--- src/rtl/risc_pkg.sv ---
// Shared types and constants for the 5-stage RISC hazard controller.
// Latency: n/a (types and constants only).
// Backpressure: n/a.
package risc_pkg;

    // Hazard controller FSM states
    typedef enum logic [1:0] {
        RUN      = 2'd0,
        FLUSH    = 2'd1,
        MEM_WAIT = 2'd2
    } hz_state_t;

    // EX operand source selects
    localparam logic [1:0] FWD_RF  = 2'd0;
    localparam logic [1:0] FWD_MEM = 2'd1;
    localparam logic [1:0] FWD_WB  = 2'd2;

    // Default number of flush cycles after a taken branch (legal 1..7)
    localparam int BR_PENALTY_DEF = 2;

endpackage

--- src/rtl/hazard_ctrl_mod_fwd_unit.sv ---
// Operand forwarding select for one EX source operand.
// Latency: purely combinational, zero cycles.
// Backpressure: none; output follows inputs every cycle.
// Ports: rs (EX source), mem_rd/mem_wr and wb_rd/wb_wr (producer
// destinations and write flags), sel (FWD_RF / FWD_MEM / FWD_WB).
module fwd_unit_mod
    import risc_pkg::*;
#(
    parameter int REG_AW = 5
) (
    input  logic [REG_AW-1:0] rs,
    input  logic [REG_AW-1:0] mem_rd,
    input  logic              mem_wr,
    input  logic [REG_AW-1:0] wb_rd,
    input  logic              wb_wr,
    output logic [1:0]        sel
);

    logic mem_hit;
    logic wb_hit;

    // r0 is hardwired zero, so a write to it never forwards
    assign mem_hit = mem_wr && (mem_rd != '0) && (mem_rd == rs);
    assign wb_hit  = wb_wr  && (wb_rd  != '0) && (wb_rd  == rs);

    // MEM holds the younger result, so it wins over WB
    assign sel = mem_hit ? FWD_MEM : (wb_hit ? FWD_WB : FWD_RF);

endmodule

--- src/rtl/hazard_ctrl_mod.sv ---
// Hazard controller: forwarding selects, load-use bubble, branch flush, memory freeze, stall counter.
// Latency: all control outputs combinational from inputs and current state; counter updates next edge.
// Backpressure: a pending data-memory access freezes every pipeline register until dmem_ready_i.
// Ports: ID/EX/MEM/WB register fields and flags in; fwd_a_o/fwd_b_o selects, PC and
// pipeline-register enables/flushes, and stall_cnt_o (cycles with pc_en_o low) out.
module hazard_ctrl_mod
    import risc_pkg::*;
#(
    parameter int REG_AW     = 5,
    parameter int BR_PENALTY = BR_PENALTY_DEF,
    parameter int CNT_W      = 16
) (
    input  logic              clk_i,
    input  logic              rst_i,
    input  logic [REG_AW-1:0] id_rs_a_i,
    input  logic [REG_AW-1:0] id_rs_b_i,
    input  logic              id_use_a_i,
    input  logic              id_use_b_i,
    input  logic [REG_AW-1:0] ex_rs_a_i,
    input  logic [REG_AW-1:0] ex_rs_b_i,
    input  logic [REG_AW-1:0] ex_rd_i,
    input  logic              ex_mem_read_i,
    input  logic [REG_AW-1:0] mem_rd_i,
    input  logic              mem_reg_write_i,
    input  logic [REG_AW-1:0] wb_rd_i,
    input  logic              wb_reg_write_i,
    input  logic              br_taken_i,
    input  logic              dmem_req_i,
    input  logic              dmem_ready_i,
    input  logic              cnt_clr_i,
    output logic [1:0]        fwd_a_o,
    output logic [1:0]        fwd_b_o,
    output logic              pc_en_o,
    output logic              if_id_en_o,
    output logic              if_id_flush_o,
    output logic              id_ex_en_o,
    output logic              id_ex_flush_o,
    output logic              ex_mem_en_o,
    output logic [CNT_W-1:0]  stall_cnt_o
);

    localparam logic [2:0] FCNT_LOAD = 3'(BR_PENALTY - 1);

    hz_state_t  state, state_nxt;
    logic [2:0] fcnt, fcnt_nxt;
    logic       pend, pend_nxt;
    logic       lu;
    logic       mem_wait;

    fwd_unit_mod #(.REG_AW(REG_AW)) u_fwd_a (
        .rs     (ex_rs_a_i),
        .mem_rd (mem_rd_i),
        .mem_wr (mem_reg_write_i),
        .wb_rd  (wb_rd_i),
        .wb_wr  (wb_reg_write_i),
        .sel    (fwd_a_o)
    );

    fwd_unit_mod #(.REG_AW(REG_AW)) u_fwd_b (
        .rs     (ex_rs_b_i),
        .mem_rd (mem_rd_i),
        .mem_wr (mem_reg_write_i),
        .wb_rd  (wb_rd_i),
        .wb_wr  (wb_reg_write_i),
        .sel    (fwd_b_o)
    );

    assign lu = ex_mem_read_i && (ex_rd_i != '0) &&
                ((id_use_a_i && (id_rs_a_i == ex_rd_i)) ||
                 (id_use_b_i && (id_rs_b_i == ex_rd_i)));

    assign mem_wait = dmem_req_i && !dmem_ready_i;

    always_ff @(posedge clk_i or posedge rst_i) begin
        if (rst_i) begin
            state <= RUN;
            fcnt  <= 3'd0;
            pend  <= 1'b0;
        end else begin
            state <= state_nxt;
            fcnt  <= fcnt_nxt;
            pend  <= pend_nxt;
        end
    end

    always_comb begin
        state_nxt     = state;
        fcnt_nxt      = fcnt;
        pend_nxt      = pend;
        pc_en_o       = 1'b1;
        if_id_en_o    = 1'b1;
        if_id_flush_o = 1'b0;
        id_ex_en_o    = 1'b1;
        id_ex_flush_o = 1'b0;
        ex_mem_en_o   = 1'b1;

        unique case (state)
            RUN: begin
                if (mem_wait) begin
                    pc_en_o     = 1'b0;
                    if_id_en_o  = 1'b0;
                    id_ex_en_o  = 1'b0;
                    ex_mem_en_o = 1'b0;
                    pend_nxt    = br_taken_i;
                    state_nxt   = MEM_WAIT;
                end else if (br_taken_i) begin
                    if_id_flush_o = 1'b1;
                    id_ex_flush_o = 1'b1;
                    if (BR_PENALTY > 1) begin
                        fcnt_nxt  = FCNT_LOAD;
                        state_nxt = FLUSH;
                    end
                end else if (lu) begin
                    pc_en_o       = 1'b0;
                    if_id_en_o    = 1'b0;
                    id_ex_flush_o = 1'b1;
                end
            end
            FLUSH: begin
                if (mem_wait) begin
                    // fcnt is held so the remaining flush cycles resume after the wait
                    pc_en_o     = 1'b0;
                    if_id_en_o  = 1'b0;
                    id_ex_en_o  = 1'b0;
                    ex_mem_en_o = 1'b0;
                    pend_nxt    = pend || br_taken_i;
                    state_nxt   = MEM_WAIT;
                end else if (br_taken_i || pend) begin
                    // a new branch, or one captured during a memory wait, restarts the flush window
                    if_id_flush_o = 1'b1;
                    id_ex_flush_o = 1'b1;
                    pend_nxt      = 1'b0;
                    if (BR_PENALTY > 1) begin
                        fcnt_nxt  = FCNT_LOAD;
                    end else begin
                        fcnt_nxt  = 3'd0;
                        state_nxt = RUN;
                    end
                end else begin
                    if_id_flush_o = 1'b1;
                    if (fcnt <= 3'd1) begin
                        fcnt_nxt  = 3'd0;
                        state_nxt = RUN;
                    end else begin
                        fcnt_nxt  = fcnt - 3'd1;
                    end
                end
            end
            MEM_WAIT: begin
                if (!dmem_ready_i) begin
                    pc_en_o     = 1'b0;
                    if_id_en_o  = 1'b0;
                    id_ex_en_o  = 1'b0;
                    ex_mem_en_o = 1'b0;
                end else begin
                    state_nxt = (pend || (fcnt != 3'd0)) ? FLUSH : RUN;
                end
            end
            default: begin
                state_nxt = RUN;
            end
        endcase

        // While reset is held the pipeline runs freely with no flushes
        if (rst_i) begin
            pc_en_o       = 1'b1;
            if_id_en_o    = 1'b1;
            if_id_flush_o = 1'b0;
            id_ex_en_o    = 1'b1;
            id_ex_flush_o = 1'b0;
            ex_mem_en_o   = 1'b1;
        end
    end

    always_ff @(posedge clk_i or posedge rst_i) begin
        if (rst_i) begin
            stall_cnt_o <= '0;
        end else if (cnt_clr_i) begin
            stall_cnt_o <= '0;
        end else if (!pc_en_o && !(&stall_cnt_o)) begin
            stall_cnt_o <= stall_cnt_o + CNT_W'(1);
        end
    end

endmodule

--- config.mk ---
export PLATFORM = sky130hd
export DESIGN_NAME = hazard_ctrl_mod
export DESIGN_NICKNAME = d
export VERILOG_FILES = /design/src/rtl/risc_pkg.sv /design/src/rtl/hazard_ctrl_mod_fwd_unit.sv /design/src/rtl/hazard_ctrl_mod.sv
export SDC_FILE = /design/constraint.sdc
export NUM_CORES = 1
export LEC_CHECK = 0
export CORE_UTILIZATION = 39
export CTS_CLUSTER_DIAMETER = 40
export DETAILED_ROUTE_END_ITERATION = 10
export GPL_TIMING_DRIVEN = 0
export PLACE_DENSITY = 0.82
export SETUP_SLACK_MARGIN = 0.5
export SLEW_MARGIN = 25
export SYNTH_ARGS = -nofsm -noshare
export SYNTH_HDL_FRONTEND = slang
export SYNTH_SLANG_ARGS = --single-unit
--- constraint.sdc ---
create_clock -name clk_i -period 2.2 [get_ports clk_i]
set_clock_uncertainty 0.1 [all_clocks]
set_input_delay 0.44 -clock clk_i [delete_from_list [all_inputs] [get_ports clk_i]]
set_output_delay 0.44 -clock clk_i [all_outputs]
set_load 0.05 [all_outputs]
Fig. 1: run 1, routed clock nets over the placement
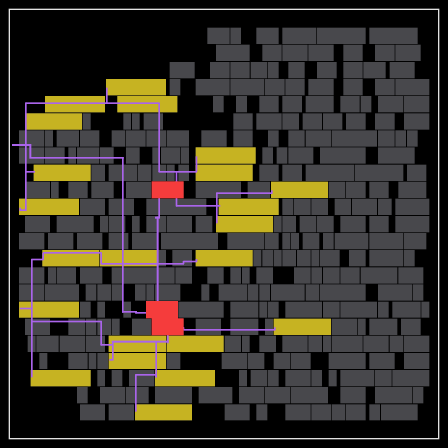
[red] clock-net drivers | count: 3
[purple] clock wires | length: 278 um
[yellow] flip-flops | count: 22
routed clock nets: 4
Clk power: 255 uW
Late-Pin Clk Latency: 260 ps
clock share of power: 17.3%

Fig. 2: run 1, track usage over the die
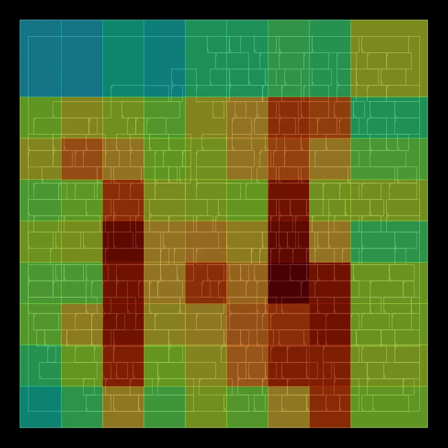
GR met3 Demand/Resource: 2.67%
final design utilization: 78.4%
GRT Overall Usage: 23.5%
routed len/inst: 16.5 um
met2 Usage GRT: 42.0%

Fig. 3: run 1, logic cells by family
Bar = 20 um.
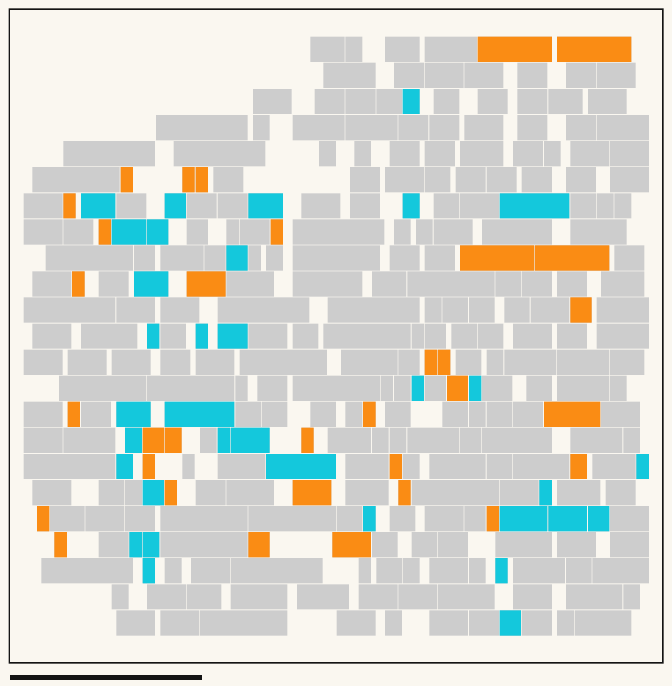
[orange] nor cells | cells: 33 | most used: nor2_1
[cyan] nand cells | cells: 34 | most used: nand2_1
fraction of area in multi-input gates: 43.4%
most frequent logic cell in the layout: buf_6
fin cells: 352

Fig. 4: run 1, local utilization
7 x 7 tiles, from dark blue (low) to red (high), 0 to 100% covered.
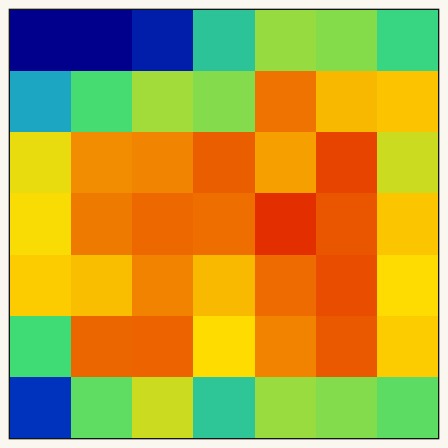
emptiest ninth of the die: top left
fullest tile: 95%
mean over tiles: 68%
nearly empty tiles: 4.1%
tiles over 75% full: 51%

## run 1: worst max-delay path: stages
cell and delay, ps:
buf_8 80, or4_4 120, o21ai_2 60, buf_4 130, or4_4 540, nor4_4 290
buf_6 190
## run 1: cells in the mapped netlist (2+ instances only)
cell	n	area share, %
nor2_1	25	5.5
xor2_1	24	12
dfrtp_1	22	32
xnor2_1	17	8.8
nand2_1	14	3.1
nand3_1	10	2.9
o21ai_0	10	2.9
a21oi_1	7	2.1
inv_1	7	1.5
nand4_1	6	2.2
or4_1	6	2.6
and3_1	4	1.5
buf_4	4	1.8
ha_1	4	2.9
nor4_1	4	1.5
nor3_1	3	0.88
a31oi_1	2	0.74
clkbuf_1	2	0.44
o22ai_1	2	0.74
o31ai_1	2	0.88
or3_1	2	0.74
## run 1: power groups by stage
stage                     Clock [mW]  Combinational [mW]  Sequential (mW)
after floorplan                    0               0.351            0.465
after global placement             0               0.539            0.456
after detailed placement           0               0.546            0.456
after CTS                      0.262               0.689            0.448
after global routing           0.287               0.818            0.453
final                          0.255               0.773            0.450
## run 1: logic make-up after synthesis
| group | synth area share, % |
|---|---|
| compound gates | 12.6 |
| xor+xnor | 21.1 |
| fa+ha+maj | 2.94 |
| buf+inv | 5.81 |
| flops | 32.4 |
| mux | 0.589 |
| simple gates | 24.6 |
## run 1: routing by layer
metal	wire, um	share of wire [%]	vias up
li1	-	-	898
met2	3070	53	70
met5	0	0	-
met4	151	2.6	0
met1	2360	41	899
met3	222	3.8	16
## run 1: layout make-up
cell class,instances,share of cell area (%)
multi-input combinational,158,43.4
timing repair inverter,1,0.156
timing repair buffer,101,30.9
sequential,22,17.5
inverter,7,1.13
tap,50,1.95
clock buffer,4,1.41
buffer,9,3.52
## run 1: sequential cells by signal (all words and copies together), names as in the netlist
signal / cells
stall_cnt_o: 16
fcnt: 3
state: 2
pend: 1
## run 1: repair_timing
action,in CTS,in global routing
buffers inserted,22,9
resized,267,56
pin swaps,28,18
endpoints found under the setup margin,44,31
hold buffers,0,0
gates cloned,1,0
## run 1: final timing paths
check                                     start                     endpoint  cells after the start
setup / recovery                     wb_rd_i[0]                   fwd_b_o[1]                      7
hold / removal                            rst_i          fcnt[0]$_DFFE_PP0P_                      2
setup reg to reg           state[0]$_DFFE_PP0P_   stall_cnt_o[6]$_DFFE_PP0P_                     10
hold reg to reg             fcnt[1]$_DFFE_PP0P_          fcnt[1]$_DFFE_PP0P_                      2
max in group asynchronous                 rst_i  stall_cnt_o[10]$_DFFE_PP0P_                      2
min in group clk_i          fcnt[1]$_DFFE_PP0P_          fcnt[1]$_DFFE_PP0P_                      2
## run 1: per-stage QoR
| step | utilization (%) | power [mW] |
|---|---|---|
| 2_1_floorplan | - | 0.816 |
| 3_3_place_gp | 66.6 | 0.994 |
| 3_5_place_dp | 66.6 | 1.00 |
| 4_1_cts | 75.2 | 1.40 |
| 5_1_grt | 78.4 | 1.56 |
| 6_report | 78.4 | 1.48 |
==> deck_impl_summary.md, run 1 <==
Flow Results at a Glance

Place
  – Buffers on Ports: about 70
  – Final GP Congestion: roughly 0.84
  – # placed instances: between 300 and 400
  – Post-place instance area: 0.00272 mm^2

Power
  – Pwr dens: roughly 460 mW/mm^2
  – Combinational power share: 52.3%
  – P_sw: around 530 uW

Clock network
  – Root buffer cell: clkbuf_8
  – CTS clk-pin slew, worst paths: 80 ps

STA
  – FMAX: roughly 0.42 GHz
  – Endpoints failing setup: 6
  – Final worst setup slack: -197 ps
  – Count of final max-slew check failures: 0
  – Final min period: between 2000 and 2500 ps
  – Worst-margin pin slew: around 620 ps

Finish
  – Final nets: ~350
  – Synth-to-layout area growth: 88.4%
  – Share of layout cells above drive strength 1: a little over half
  – Filler cells: around 250

Run
  – Tool Warnings: 31
  – Maxcap violations: 0

Global route
  – Pin count of the biggest net entering global routing: 13
  – Total grt overflow: 0

Logic synthesis
  – Post-Syn Nets: around 250
  – Synthesis area per yosys: between 0.0015 and 0.002 mm^2
  – Post-synthesis cell count: about 200

Worst setup path
  – CP Launch Type: primary input
  – Critical path arrival: around 1900 ps
  – Critical path class: primary input to output pin
  – Crit path max fanout: 3

Floorplanning
  – Cell Rows: 23
  – Core Area: roughly 0.0041 mm^2
  – Die X: a little under 70 um

Outcome
  – Failing checks: negative setup slack
  – Outcome: finished with violations

Routing
  – WL final: slightly below 6000 um
  – DR vias/cell: approximately 5.3
  – DRC: 0
Fig. 5: run 1, routed metal, one color a layer
Bar = 20 um.
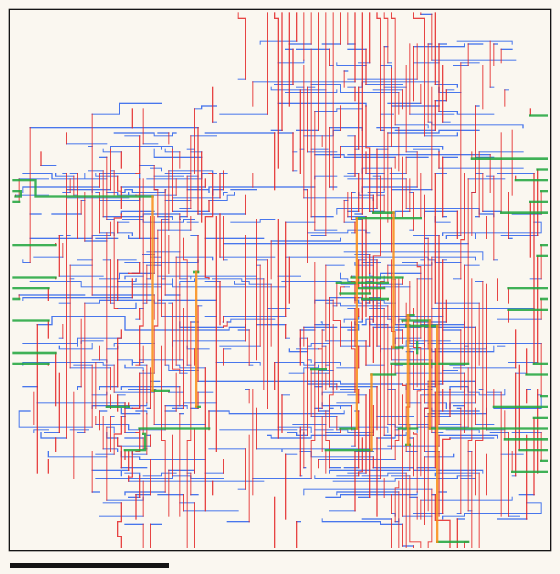

--- run 2 (diff from run 1) ---
--- a/config.mk
+++ b/config.mk
@@ -10,7 +10,7 @@
 export DETAILED_ROUTE_END_ITERATION = 10
 export GPL_TIMING_DRIVEN = 0
 export PLACE_DENSITY = 0.82
-export SETUP_SLACK_MARGIN = 0.5
+export SETUP_SLACK_MARGIN = 0.4
 export SLEW_MARGIN = 25
 export SYNTH_ARGS = -nofsm -noshare
 export SYNTH_HDL_FRONTEND = slang
Fig. 6: run 2, routed metal, one color a layer
Bar = 20 um.
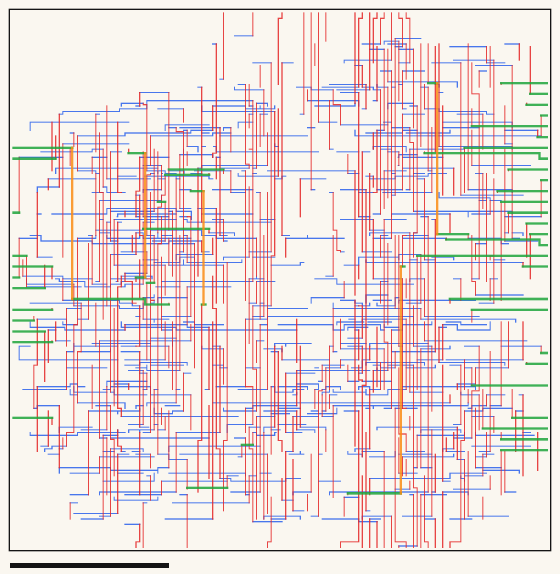
[green] M3 | wire length: 270 um
[orange] M4 | wire length: 96.6 um
[blue] M1 | wire length: 2250 um
[red] M2 | wire length: 3080 um

Fig. 7: run 2, local utilization
7 x 7 tiles, from dark blue (low) to red (high), 0 to 100% covered.
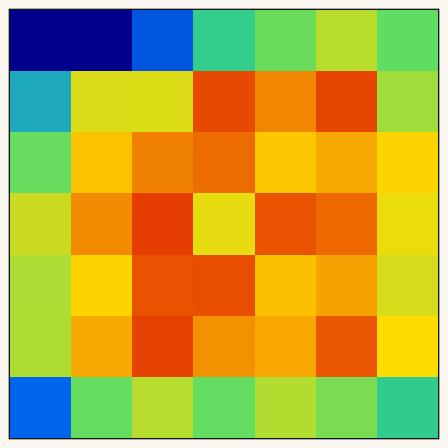
FP Core Util: 41.6%
final design utilization: 78.8%
Core Area: 0.00409 mm^2

==> run 2 against run 1 <==
Against the previous run:
- the flow still finishes with violations (negative setup slack)
- synthesized cell count unchanged
- combinational power increased by 2%
- global-route usage decreased by 0.30 points
- via count decreased by 0.80%
- worst hold slack improved by 160 ps
- critical path type unchanged
==> deck_impl_summary.md, run 2 <==
Flow Results at a Glance

STA
  – FMAX: 0.422 GHz (was 0.417 GHz)
  – Final worst setup slack: -168 ps (was -197 ps)
  – Worst-margin pin slew: 673 ps (was 623 ps)
  – Count of final max-slew check failures: 0 (unchanged)
  – Final min period: 2370 ps (was 2400 ps)
  – Endpoints failing setup: 6 (unchanged)

Outcome
  – Failing checks: negative setup slack (unchanged)
  – Outcome: finished with violations (unchanged)

Logic synthesis
  – Top cells by area: dfrtp_1 32%, xor2_1 12%, xnor2_1 8.8%, nor2_1 5.5%, nand2_1 3.1% (unchanged)
  – Primary FF master, synth: dfrtp_1 (unchanged)
  – Top cells by count, synth: 25 x nor2_1, 24 x xor2_1, 22 x dfrtp_1 (unchanged)
  – Post-Syn Nets: 246 (unchanged)
  – Top cell type by instance count after synthesis: nor2_1 (unchanged)
  – Area leader, netlist: dfrtp_1 (unchanged)
  – Max-area cell share: 32.4% (unchanged)

Global route
  – GRT Overall Usage: 23.2% (was 23.5%)
  – Total grt overflow: 0 (unchanged)
  – Initial antenna violation count: 0 (unchanged)
  – Pin count of the biggest net entering global routing: 12 (was 13)

Clock network
  – CTS clk-pin slew, worst paths: 70 ps (was 80 ps)
  – Root buffer cell: clkbuf_8 (unchanged)
  – Hold buffers post-CTS: 0 (unchanged)
  – Late-Pin Clk Latency: 260 ps (about the same)

Power
  – Pwr dens: 460 mW/mm^2 (was 462 mW/mm^2)

Finish
  – Fin cells: 353 (was 352)
  – Largest regs: stall_cnt_o (16), fcnt (3), state (2) (unchanged)
  – Synth-to-layout area growth: 89.4% (was 88.4%)
  – Share of layout cells above drive strength 1: 50.5% (was 53.0%)
  – Biggest register: stall_cnt_o (unchanged)
  – Final nets: 355 (was 353)

Place
  – Post-place instance area: 0.00271 mm^2 (was 0.00272 mm^2)
  – # placed instances: 316 (unchanged)
  – Buffers on Ports: 70 (unchanged)
  – Final GP Congestion: 0.852 (was 0.840)

Routing
  – Routed len/inst: 16.1 um (was 16.5 um)
  – DR vias/cell: 5.29 (was 5.35)
  – WL final: 5700 um (was 5800 um)
  – DRC: 0 (unchanged)

Worst setup path
  – Crit path max fanout: 3 (unchanged)
  – Critical path class: primary input to output pin (unchanged)
  – Critical path arrival: 1830 ps (was 1860 ps)

Run
  – Maxcap violations: 0 (unchanged)

Floorplanning
  – Cell Rows: 23 (unchanged)
==> run 2: cell counts after synthesis <==
No cell type changed its count.
==> run 2: power by group <==
group	internal [mW]	leakage (nW)	total (mW)	switching (mW)
Clock	0.122	0.0216	0.246	0.124
Sequential	0.425	0.284	0.449	0.0238
Combinational	0.400	1.13	0.786	0.386
==> run 2: worst max-delay path: stages <==
cell	delay [ps]
buf_8	100
or4_4	540
o21ai_4	170
buf_6	120
buf_6	90
nor4_4	40
nor4_4	140
buf_6	190
==> run 2: timing repair <==
action | 4_1_cts | 5_1_grt
endpoints found under the setup margin | 43 | 33
resized | 241 | 62
hold endpoints to repair | 0 | 0
pin swaps | 30 | 22
setup buffers | 22 | 11
gates cloned | 1 | 0
==> run 2: through the flow <==
stage,hold WS (ps),total power [mW]
global placement,363,0.993
finish,421,1.48
global route,443,1.55
floorplan,237,0.814
CTS,390,1.40
detailed placement,373,1.00
==> run 2: metal layers <==
layer / wire length (um) / vias to the layer above / part of all wire, % / track usage, %
li1: - / 905 / - / -
met1: 2250 / 892 / 39 / 26.4
met2: 3080 / 61 / 54 / 44.1
met3: 269 / 10 / 4.7 / 2.33
met4: 96 / 0 / 1.7 / 8.07
met5: 0 / - / 0 / 0
==> run 2: worst paths after layout <==
path                                            start                           to  slack [ps]  cells after the start
min in group clk_i                fcnt[1]$_DFFE_PP0P_          fcnt[1]$_DFFE_PP0P_         420                      2
max                                       mem_rd_i[3]                   fwd_a_o[1]        -170                      8
max in group asynchronous                       rst_i   stall_cnt_o[0]$_DFFE_PP0P_        1240                      2
max reg2reg                stall_cnt_o[9]$_DFFE_PP0P_   stall_cnt_o[7]$_DFFE_PP0P_          20                     10
min reg2reg                       fcnt[1]$_DFFE_PP0P_          fcnt[1]$_DFFE_PP0P_         420                      2
min                                             rst_i  stall_cnt_o[10]$_DFFE_PP0P_         420                      2
==> run 2: final cells by class <==
type	instances	area, um^2
Timing Repair inverter	1	5.00
Timing Repair Buffer	103	988
Multi-Input combinational cell	158	1420
Buffer	9	113
Tap cell	50	62.6
Clock buffer	3	41.3
Sequential cell	22	562
Fill cell	268	866
Inverter	7	33.8
==> run 2: kinds of logic after synthesis <==
kind of cell	after synthesis	synth area share, %
compound gates	31	12.6
xor+xnor	41	21.1
fa+ha+maj	4	2.94
buf+inv	16	5.81
flops	22	32.4
mux	1	0.589
simple gates	81	24.6
Fig. 8: run 2, track usage over the die
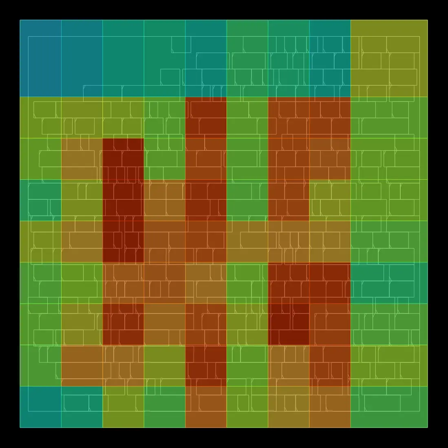

--- run 3 (diff from run 2) ---
--- a/config.mk
+++ b/config.mk
@@ -9,9 +9,11 @@
 export CTS_CLUSTER_DIAMETER = 40
 export DETAILED_ROUTE_END_ITERATION = 10
 export GPL_TIMING_DRIVEN = 0
+export HOLD_SLACK_MARGIN = 0.15
 export PLACE_DENSITY = 0.82
 export SETUP_SLACK_MARGIN = 0.4
 export SLEW_MARGIN = 25
 export SYNTH_ARGS = -nofsm -noshare
 export SYNTH_HDL_FRONTEND = slang
+export SYNTH_HIERARCHICAL = 1
 export SYNTH_SLANG_ARGS = --single-unit
Fig. 9: run 3, track usage over the die
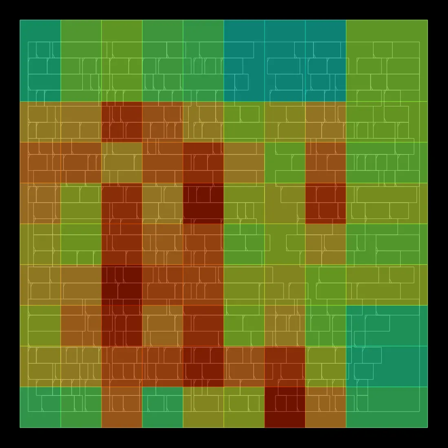
Most Used Layer, Global Route: met2
final design utilization: 82.1%
met2 Usage GRT: 40.7%
GR met3 Demand/Resource: 1.97%
met1 GRT Util: 30.0%

==> run 3 against run 2 <==
Against the previous run:
- the run still ends with negative setup slack left
- register-to-register slack got worse by 190 ps
- non-clock buffer count is 1 higher
- critical path depth shrank 3
- final cell count up 3.4%
- global-route usage down 0.36 points
- synthesized cell count increased by 5.1%
- sequential share of layout area fell by 1.0 points
- largest power group unchanged
- highest routed layer unchanged
==> deck_impl_summary.md, run 3 <==
Flow Results at a Glance

Clock network
  – CTS clk-pin slew, worst paths: 80 ps (was 70 ps)
  – Late-Pin Clk Latency: 250 ps (was 260 ps)
  – Hold buffers post-CTS: 0 (unchanged)
  – Root buffer cell: clkbuf_8 (unchanged)

Worst setup path
  – R2R setup slack: -170 ps (was 20 ps)
  – CP Launch Type: register (was primary input)

Finish
  – Max reg flops: 16 (unchanged)
  – Synth-to-layout area growth: 94.3% (was 89.4%)
  – Final nets: 366 (was 355)
  – Largest regs: stall_cnt_o (16), fcnt (3), state (2) (unchanged)
  – Filler cells: 227 (was 268)
  – Fin cells: 365 (was 353)

Floorplanning
  – Die X: 69.0 um (was 68.0 um)
  – FP Core Util: 42.2% (was 41.6%)

Power
  – Pwr dens: 482 mW/mm^2 (was 460 mW/mm^2)
  – Final Power: 1.64 mW (was 1.48 mW)

Global route
  – Total grt overflow: 0 (unchanged)
  – Initial antenna violation count: 0 (unchanged)

STA
  – Endpoints failing setup: 20 (was 6)
  – FMAX: 0.401 GHz (was 0.422 GHz)
  – Final worst setup slack: -291 ps (was -168 ps)

Outcome
  – Outcome: finished with violations (unchanged)
  – Failing checks: negative setup slack (unchanged)

Logic synthesis
  – Post-Syn Nets: 256 (was 246)
  – Primary FF master, synth: dfrtp_1 (unchanged)

Place
  – Final GP Congestion: 0.804 (was 0.852)
  – Buffers on Ports: 70 (unchanged)

Routing
  – DRC: 0 (unchanged)
  – WL final: 6960 um (was 5700 um)
Fig. 10: run 3, routed metal, one color a layer
Bar = 20 um.
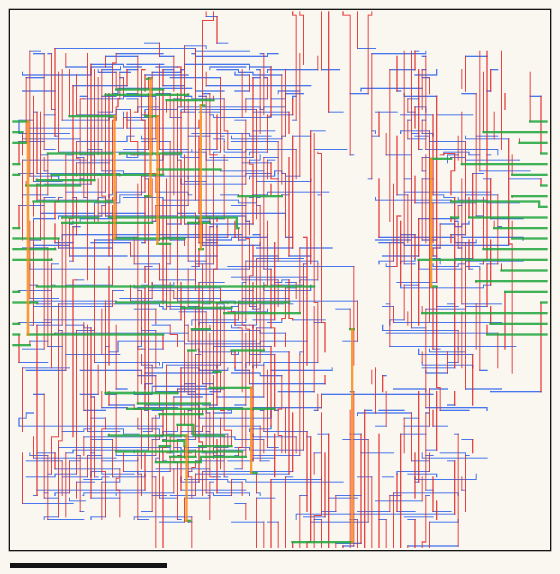
[orange] M4 | wire length: 158 um
[red] M2 | wire length: 3640 um
[blue] M1 | wire length: 2630 um
[green] M3 | wire length: 538 um

## run 3: cell types whose count changed in the layout (fill, tap and decap cells not counted), moves of 4 or more
cell,delta
nand2_1,+7
nor3_4,+6
buf_2,+5
nor4_2,+5
or4_4,-5
xor2_1,-5
nor2b_1,+4
nor4_4,-4
## run 3: worst paths after layout
| path | startpoint | endpoint |
|---|---|---|
| hold reg to reg | fcnt[1]$_DFFE_PP0P_ | fcnt[1]$_DFFE_PP0P_ |
| min in group asynchronous | rst_i | stall_cnt_o[2]$_DFFE_PP0P_ |
| hold / removal | dmem_ready_i | state[1]$_DFFE_PP0P_ |
| max in group asynchronous | rst_i | stall_cnt_o[0]$_DFFE_PP0P_ |
| setup reg to reg | stall_cnt_o[0]$_DFFE_PP0P_ | stall_cnt_o[9]$_DFFE_PP0P_ |
| setup / recovery | state[1]$_DFFE_PP0P_ | id_ex_flush_o |
## run 3: per-stage QoR
| step | TNS, ps | util (%) | cell area, um^2 |
|---|---|---|---|
| after floorplan | -409 | - | 1900 |
| after global placement | -20290 | 64.2 | 2660 |
| after detailed placement | -21400 | 64.2 | 2660 |
| after CTS | -894 | 73.0 | 3020 |
| after global routing | -3370 | 82.1 | 3400 |
| final | -2250 | 82.1 | 3400 |
## run 3: timing repair
item / CTS / global route
gates cloned: 1 / 1
gates resized: 279 / 75
pin swaps: 48 / 43
setup endpoints to repair: 42 / 31
buffers inserted: 20 / 13
## run 3: cells by family after synthesis
kind of cell             after synthesis  share of synthesized area (%)
AND/OR/NAND/NOR                       98                           29.1
XOR/XNOR                              35                           17.5
AND-OR/OR-AND                         28                           12.0
flip-flops                            22                           31.5
buffers and inverters                 14                           4.00
multiplexers                           5                           3.07
adder cells (fa/ha/maj)                4                           2.86
## run 3: critical path, stage by stage, from the launching register on
cell	delay (ps)
dfrtp_1	440
buf_8	160
or3_4	340
o32a_4	400
nor3_4	180
buf_6	180
## run 3: layer usage
metal	vias up	track usage, %
met5	-	0
met4	0	4.34
met3	19	1.97
met2	123	40.7
met1	1015	30.0
li1	933	-
## run 3: area by class of cell
cell class | count | area share, %
Inverter | 5 | 0.662
Clock buffer | 4 | 1.62
Sequential cell | 22 | 16.4
Multi-Input combinational cell | 170 | 46.5
Tap cell | 50 | 1.84
Timing Repair inverter | 1 | 0.147
Buffer | 9 | 2.65
Timing Repair Buffer | 104 | 30.1
## run 3: where the power goes
group	switching (mW)	total (mW)	internal (mW)
sequential	0.0375	0.467	0.430
clock	0.126	0.285	0.159
combinational	0.433	0.886	0.453
total	0.596	1.64	1.04
Power figures rest on the tool's default switching activity, not on a simulated workload.
